## src/rtl/decoder_bank_1_2_4_16.sv

```systemverilog
// rtl/decoder_bank_1_2_4_16.sv - registered 1-to-2, 4-to-16 and cascaded 5-to-32 one-hot decoder bank

// 1-to-2 one-hot decoder; a disabled decoder drives zeros whatever the select holds
module dec1_2 (
    input  logic       a,
    input  logic       en,
    output logic [1:0] y
);

    // AND-gating with en keeps the output zero even when a is unknown
    always_comb begin
        y    = 2'b00;
        y[0] = en & ~a;
        y[1] = en & a;
    end

endmodule

// 4-to-16 one-hot decoder; a disabled decoder drives zeros whatever the select holds
module dec4_16 (
    input  logic [3:0]  a,
    input  logic        en,
    output logic [15:0] y
);

    // only a set enable lets the shifted one reach the output
    always_comb begin
        y = 16'h0000;
        if (en) begin
            y = 16'h0001 << a;
        end
    end

endmodule

// Decoder bank feeding register-file write enables
module decoder_bank_1_2_4_16 #(
    parameter int REG_OUT = 1
) (
    input  logic        clk,
    input  logic        rst_n,
    input  logic        a1,
    input  logic        en1,
    input  logic [3:0]  a4,
    input  logic        en4,
    input  logic [4:0]  a5,
    input  logic        en5,
    output logic [1:0]  out2,
    output logic [15:0] out16,
    output logic [31:0] out32,
    output logic        valid
);

    logic [1:0]  out2_d;
    logic [15:0] out16_d;
    logic [31:0] out32_d;
    logic [1:0]  sel5;
    logic        valid_d;
    logic        valid_q;

    dec1_2 u_dec1_2 (
        .a  (a1),
        .en (en1),
        .y  (out2_d)
    );

    dec4_16 u_dec4_16 (
        .a  (a4),
        .en (en4),
        .y  (out16_d)
    );

    // a5[4] picks which 16-bit half of the cascaded output is enabled
    dec1_2 u_dec5_sel (
        .a  (a5[4]),
        .en (en5),
        .y  (sel5)
    );

    dec4_16 u_dec5_lo (
        .a  (a5[3:0]),
        .en (sel5[0]),
        .y  (out32_d[15:0])
    );

    dec4_16 u_dec5_hi (
        .a  (a5[3:0]),
        .en (sel5[1]),
        .y  (out32_d[31:16])
    );

    // valid rises on the first edge after reset release and stays high
    always_comb begin
        valid_d = 1'b1;
    end

    // valid flag register, cleared asynchronously in both output modes
    always_ff @(posedge clk or negedge rst_n) begin
        if (!rst_n) begin
            valid_q <= 1'b0;
        end else begin
            valid_q <= valid_d;
        end
    end

    assign valid = valid_q;

    generate
        if (REG_OUT != 0) begin : g_reg
            logic [1:0]  out2_q;
            logic [15:0] out16_q;
            logic [31:0] out32_q;

            // all decode results are captured together so every output moves on the same edge
            always_ff @(posedge clk or negedge rst_n) begin
                if (!rst_n) begin
                    out2_q  <= 2'b00;
                    out16_q <= 16'h0000;
                    out32_q <= 32'h0000_0000;
                end else begin
                    out2_q  <= out2_d;
                    out16_q <= out16_d;
                    out32_q <= out32_d;
                end
            end

            assign out2  = out2_q;
            assign out16 = out16_q;
            assign out32 = out32_q;
        end else begin : g_comb
            // reset still forces every select low while it is held
            assign out2  = rst_n ? out2_d  : 2'b00;
            assign out16 = rst_n ? out16_d : 16'h0000;
            assign out32 = rst_n ? out32_d : 32'h0000_0000;
        end
    endgenerate

endmodule

```

## config.mk

```make
export PLATFORM = sky130hd
export DESIGN_NAME = decoder_bank_1_2_4_16
export DESIGN_NICKNAME = d
export VERILOG_FILES = /design/src/rtl/decoder_bank_1_2_4_16.sv
export SDC_FILE = /design/constraint.sdc
export NUM_CORES = 1
export LEC_CHECK = 0
export ABC_CLOCK_PERIOD_IN_PS = 800
export CAP_MARGIN = 5
export CORE_ASPECT_RATIO = 1.2
export CORE_UTILIZATION = 30
export CTS_CLUSTER_SIZE = 40
export DETAILED_ROUTE_END_ITERATION = 10
export GPL_TIMING_DRIVEN = 0
export PLACE_DENSITY = 0.64
export SLEW_MARGIN = 20
export SYNTH_ARGS = -nofsm -noshare
export SYNTH_HDL_FRONTEND = slang
export SYNTH_SLANG_ARGS = --single-unit
```

## constraint.sdc

```tcl
create_clock -name clk -period 0.8 [get_ports clk]
set_input_delay 0.08 -clock clk [delete_from_list [all_inputs] [get_ports clk]]
set_output_delay 0.08 -clock clk [all_outputs]
set_load 0.01 [all_outputs]
```

**Run 1: placed standard cells**

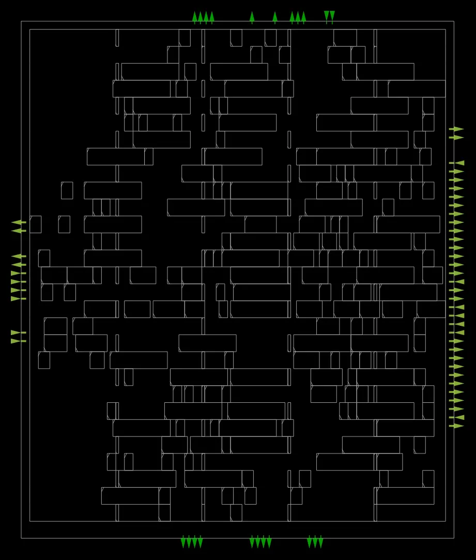
flop share of the area: 0.560
number of rows created at floorplan: 29

**Run 1: cell classes on the final placement**

Drawn at 3 px/µm.
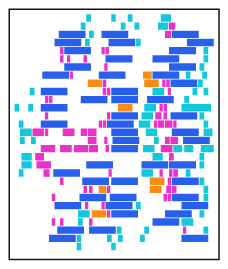
legend:
  magenta:
    class: all other logic
    cells: 70
    share_of_their_area: 17%
  cyan:
    class: other buffers and delay cells
    cells: 66
    share_of_their_area: 21%
  blue:
    class: flip-flops
    cells: 51
    share_of_their_area: 58%
  orange:
    class: clock drivers and dummy loads
    cells: 8
    share_of_their_area: 4.4%
design area: 0.00228 mm²
Core Region: 0.00526 mm²
Final Util: 0.434

==> metrics.csv, run 1 <==
metric,value,unit
drv_cap,0,
port-buffer-count,65,
pin_count_of_the_biggest_net_entering_global_routing,29,
wire_per_inst,13.7,µm
post-dp-hpwl,2530,µm
setup_viol,52,
outcome,finished with violations,
fin_crit,0.920,ns
total_iterations_of_the_first_detailed_routing_run,4,
cts_sinks,51,
cellPowerDensity,1970,mW/mm²
comb-cell-share,0.163,
post_cts_resized,221,
setup_slack,-0.120,ns
cts_inserted_buffers,5,
final_cell_mix,"sky130_fd_sc_hd__dfrtp_1 (51), sky130_fd_sc_hd__nor2_1 (44), sky130_fd_sc_hd__buf_2 (43)",
viasPerCell,4.42,
synth_stat.cells,124,
tightest_slew,0.634,ns
synthAoiAreaFrac,0,
simple_gate_share,0.211,
layout.filler_cells,527,
globalRouteMet2Util,0.229,
cp-end-kind,primary output,
dr.first_iter.drc_count,30,
clk_root_buffer_cell,sky130_fd_sc_hd__clkbuf_8,
inv_count,0,
cp.depth,1,
routed-wl-met3,247,µm
hold_violations,27,
cts.path.max_buffers,2,
critPathBufInv,1,
antenna_found_initial,0,
mux_share,0,
grt_pass1_wl,5780,µm
mi_logic_area,372,µm²
worst_ep_required_time,0.72,ns
remaining_drc_errors,0,
maxClockFrequency,1090,MHz
ant_nets,0,
area_of_the_mapped_netlist,0.00164,mm²
pin_count,66,
grt_pass1_vias,1197,
nNonClkBuffers,66,
path_max_fanout,1,
worstSetupPathType,reg2out,
die_height,82.9,µm
dpl.cell_count,252,
final-clk-cell-share,0.0422,
critical_path.endpoint,out32[12],
gr-max-usage-layer,met2,
groute.layer.met1.usage,0.148,
synth_top_cell_by_area,sky130_fd_sc_hd__dfrtp_1,
lay_top_count,sky130_fd_sc_hd__dfrtp_1,
seq_power_share,0.584,
synth.top_cells.by_count,"sky130_fd_sc_hd__dfrtp_1 (51), sky130_fd_sc_hd__nor2_1 (44), sky130_fd_sc_hd__nand2b_1 (4), sky130_fd_sc_hd__nor3_1 (4)",
cp_cell_sequence,buf_2,
syn_area_per_cell,13.2,µm²
cellLeakagePower,1.23,nW
synthCells,124,
grt_util_all_layers,0.134,
finalHoldWorstSlack,-0.219,ns
flow.area_growth_from_synthesis,39.4,%
violations,"hold timing, setup timing",
dr.max_layer_used,met4,
switching_pwr,1.09,mW
worst_ir_drop_vdd,806,µV
yosys.area.top_type_share,0.780,
synthMostInstantiatedCell,sky130_fd_sc_hd__dfrtp_1,
gr_layer_usage_met3,0.0473,
fp.dieArea,0.00576,mm²
**Run 1: routed clock nets over the placement**

Drawn at 3 px/µm.
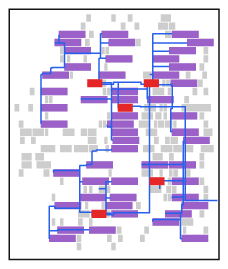
legend:
  purple:
    item: flip-flops
    count: 51
  red:
    item: cells driving clock nets
    count: 5
  blue:
    item: clock wires
    length: 543 µm
routed clock nets: 6
power drawn by the clock network: 1.54 mW
clock power share: 0.343

==> run 2: changes to the inputs <==
- CTS_CLUSTER_DIAMETER: default -> 150
==> metrics.csv, run 2 <==
metric,value,unit,change
initial_utilization,0.311,,unchanged
gr-max-usage-layer,met2,,unchanged
gp_routability_congestion,0.749,,unchanged
viasPerCell,4.42,,unchanged
ant_nets,0,,unchanged
cellPowerDensity,1970,mW/mm²,unchanged
worst_ir_drop_vdd,806,µV,unchanged
post_dp_cell_area,0.00239,mm²,unchanged
grt-ovfl-total,0,,unchanged
internal_power_of_the_cells,3.39,mW,unchanged
met1_wl,1460,µm,unchanged
grt_pass1_vias,1197,,unchanged
violations,"hold timing, setup timing",,unchanged
final_util,0.434,,unchanged
cellLeakagePower,1.23,nW,unchanged
fp.dieArea,0.00576,mm²,unchanged
placeableCoreArea,0.00526,mm²,unchanged
dr.max_layer_used,met4,,unchanged
cp-end-kind,primary output,,unchanged
worst_ep_required_time,0.72,ns,about the same
clockBufferCount,5,,unchanged
power.switching_fraction,0.244,,unchanged
cp.depth,1,,unchanged
post-route-period-util,1.15,,unchanged
setup_slack,-0.120,ns,unchanged
startpoint,out32[12],,unchanged
synth.logic.top_family,simple AND/OR/NAND/NOR gates,,unchanged
nWellTaps,62,,unchanged
numSynthFlops,51,,unchanged
ys_seq_frac,0.780,,unchanged
pin_count_of_the_biggest_net_entering_global_routing,29,,unchanged
nMultiInputCombCells,70,,unchanged
stage_log_warnings,30,,unchanged
fraction_of_final_layout_cells_sized_beyond_drive_strength_1,0.364,,unchanged
cts_sinks,51,,unchanged
dpl_worst_slack,-0.602,ns,unchanged
synth_top_cell_by_area,sky130_fd_sc_hd__dfrtp_1,,unchanged
enable_flop_cells,0,,unchanged
lay_top_count,sky130_fd_sc_hd__dfrtp_1,,unchanged
synthCells,124,,unchanged
mi_logic_area,372,µm²,unchanged
timing.critical_path.slowest_cell_delay,0.39,ns,about the same
die_height,82.9,µm,unchanged
die_w,69.4,µm,unchanged
remaining_drc_errors,0,,unchanged
critPathArrivalTime,0.84,ns,about the same
yosysWarningCount,0,,unchanged
outcome,finished with violations,,unchanged
largest_reg_flops,32,,unchanged
dr.first_iter.drc_count,30,,unchanged
wire_per_inst,13.7,µm,unchanged
setup_total_negative_slack,-4.60,ns,unchanged
area_of_the_mapped_netlist,0.00164,mm²,unchanged
ys_area,0.00164,mm²,unchanged
path_max_fanout,1,,unchanged
cts_tree,yes,,unchanged
final-clk-cell-share,0.0422,,unchanged
critical-path-top-delay-family,flip-flops,,unchanged
antenna_found_initial,0,,unchanged
grt_pass1_wl,5780,µm,unchanged
slowest_cell_on_the_critical_path,sky130_fd_sc_hd__dfrtp_1,,unchanged
area.sequential,0.00128,mm²,unchanged
groute.layer.met1.usage,0.148,,unchanged
vias,1135,,unchanged
clkPwrFrac,0.343,,about the same
inv_count,0,,unchanged
critical_path.endpoint,out32[12],,unchanged
yosys.area_share.xor_xnor,0,,unchanged
cts_inserted_buffers,5,,unchanged
simple_gate_share,0.211,,unchanged
final-max-slew-violation-count,0,,unchanged
netlist_cell_types,17,,unchanged
top_power_group,sequential cells,,unchanged
cts.path.max_buffers,2,,unchanged
buf_share,0.201,,unchanged
min-delay-path-class,in2async,,unchanged
setup_viol,52,,unchanged
dpl.cell_count,252,,unchanged
switching_pwr,1.09,mW,unchanged
yosys.area.top_type_share,0.780,,unchanged
post_cts_resized,221,,unchanged
gr_layer_usage_met3,0.0473,,unchanged
fin_crit,0.920,ns,unchanged
critical_path.startpoint_type,register,,unchanged
post-dp-hpwl,2530,µm,unchanged
number_of_setup_buffers_added_after_cts,0,,unchanged
routed-wl-met3,247,µm,unchanged
num_antenna_cells,0,,unchanged
synthMostInstantiatedCell,sky130_fd_sc_hd__dfrtp_1,,unchanged
syn_area_per_cell,13.2,µm²,unchanged
rows,29,,unchanged
postRouteWirelength,3520,µm,unchanged
powerSeq,2.62,mW,about the same
flow.area_growth_from_synthesis,39.4,%,unchanged
fp_nets,139,,unchanged
wl_met2,1750,µm,unchanged
power,4.49,mW,unchanged
worstSetupPathType,reg2out,,unchanged
powerClk,1.54,mW,about the same
worst_slew_margin_rel,0.577,,unchanged
combinationalPower,0.328,mW,about the same
layout.nets,209,,unchanged
seqAreaFraction,0.560,,unchanged
seq_power_share,0.584,,about the same
power_frac_comb,0.073,,about the same
clk_transition_reported_paths,0.10,ns,about the same
synth-async-reset-ratio,1.00,,unchanged
tightest_slew,0.634,ns,unchanged
mux_share,0,,unchanged
comb-cell-share,0.163,,unchanged
synthAoiAreaFrac,0,,unchanged
drv_cap,0,,unchanged
port-buffer-count,65,,unchanged
yosys_most_used_dff,sky130_fd_sc_hd__dfrtp_1,,unchanged
dominant-cell-class,registers,,unchanged
nNonClkBuffers,66,,unchanged
yosys.area_share.adder,0,,unchanged
pin_count,66,,unchanged
synth.top_cells.by_count,"sky130_fd_sc_hd__dfrtp_1 (51), sky130_fd_sc_hd__nor2_1 (44), sky130_fd_sc_hd__nand2b_1 (4), sky130_fd_sc_hd__nor3_1 (4)",,unchanged
layout.filler_cells,527,,unchanged
grt_util_all_layers,0.134,,unchanged
critPathBufInv,1,,unchanged
final_cell_area,0.00228,mm²,unchanged
final_cell_mix,"sky130_fd_sc_hd__dfrtp_1 (51), sky130_fd_sc_hd__nor2_1 (44), sky130_fd_sc_hd__buf_2 (43)",,unchanged
globalRouteMet2Util,0.229,,unchanged
maxClockFrequency,1090,MHz,unchanged
hold_violations,27,,unchanged
cells_taking_the_most_area_after_synthesis,"sky130_fd_sc_hd__dfrtp_1 (78%), sky130_fd_sc_hd__nor2_1 (10%), sky130_fd_sc_hd__nand4bb_1 (2.1%), sky130_fd_sc_hd__nand4b_1 (1.6%), sky130_fd_sc_hd__nand2b_1 (1.5%)",,unchanged
clk_root_buffer_cell,sky130_fd_sc_hd__clkbuf_8,,unchanged
total_iterations_of_the_first_detailed_routing_run,4,,unchanged
cts-htree-levels,2,,unchanged
finalHoldWorstSlack,-0.219,ns,unchanged
cp_cell_sequence,buf_2,,unchanged
grt_setup_unrepaired,true,,unchanged
synth_stat.cells,124,,unchanged
**Run 2: placed standard cells**

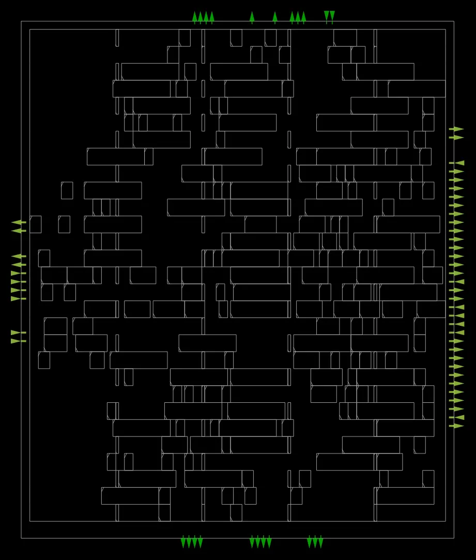
number of standard cells in the final layout excluding fillers: 257
sequential cell count of the final layout: 51

No activity file was given, so power comes from the tool's default toggle rates.
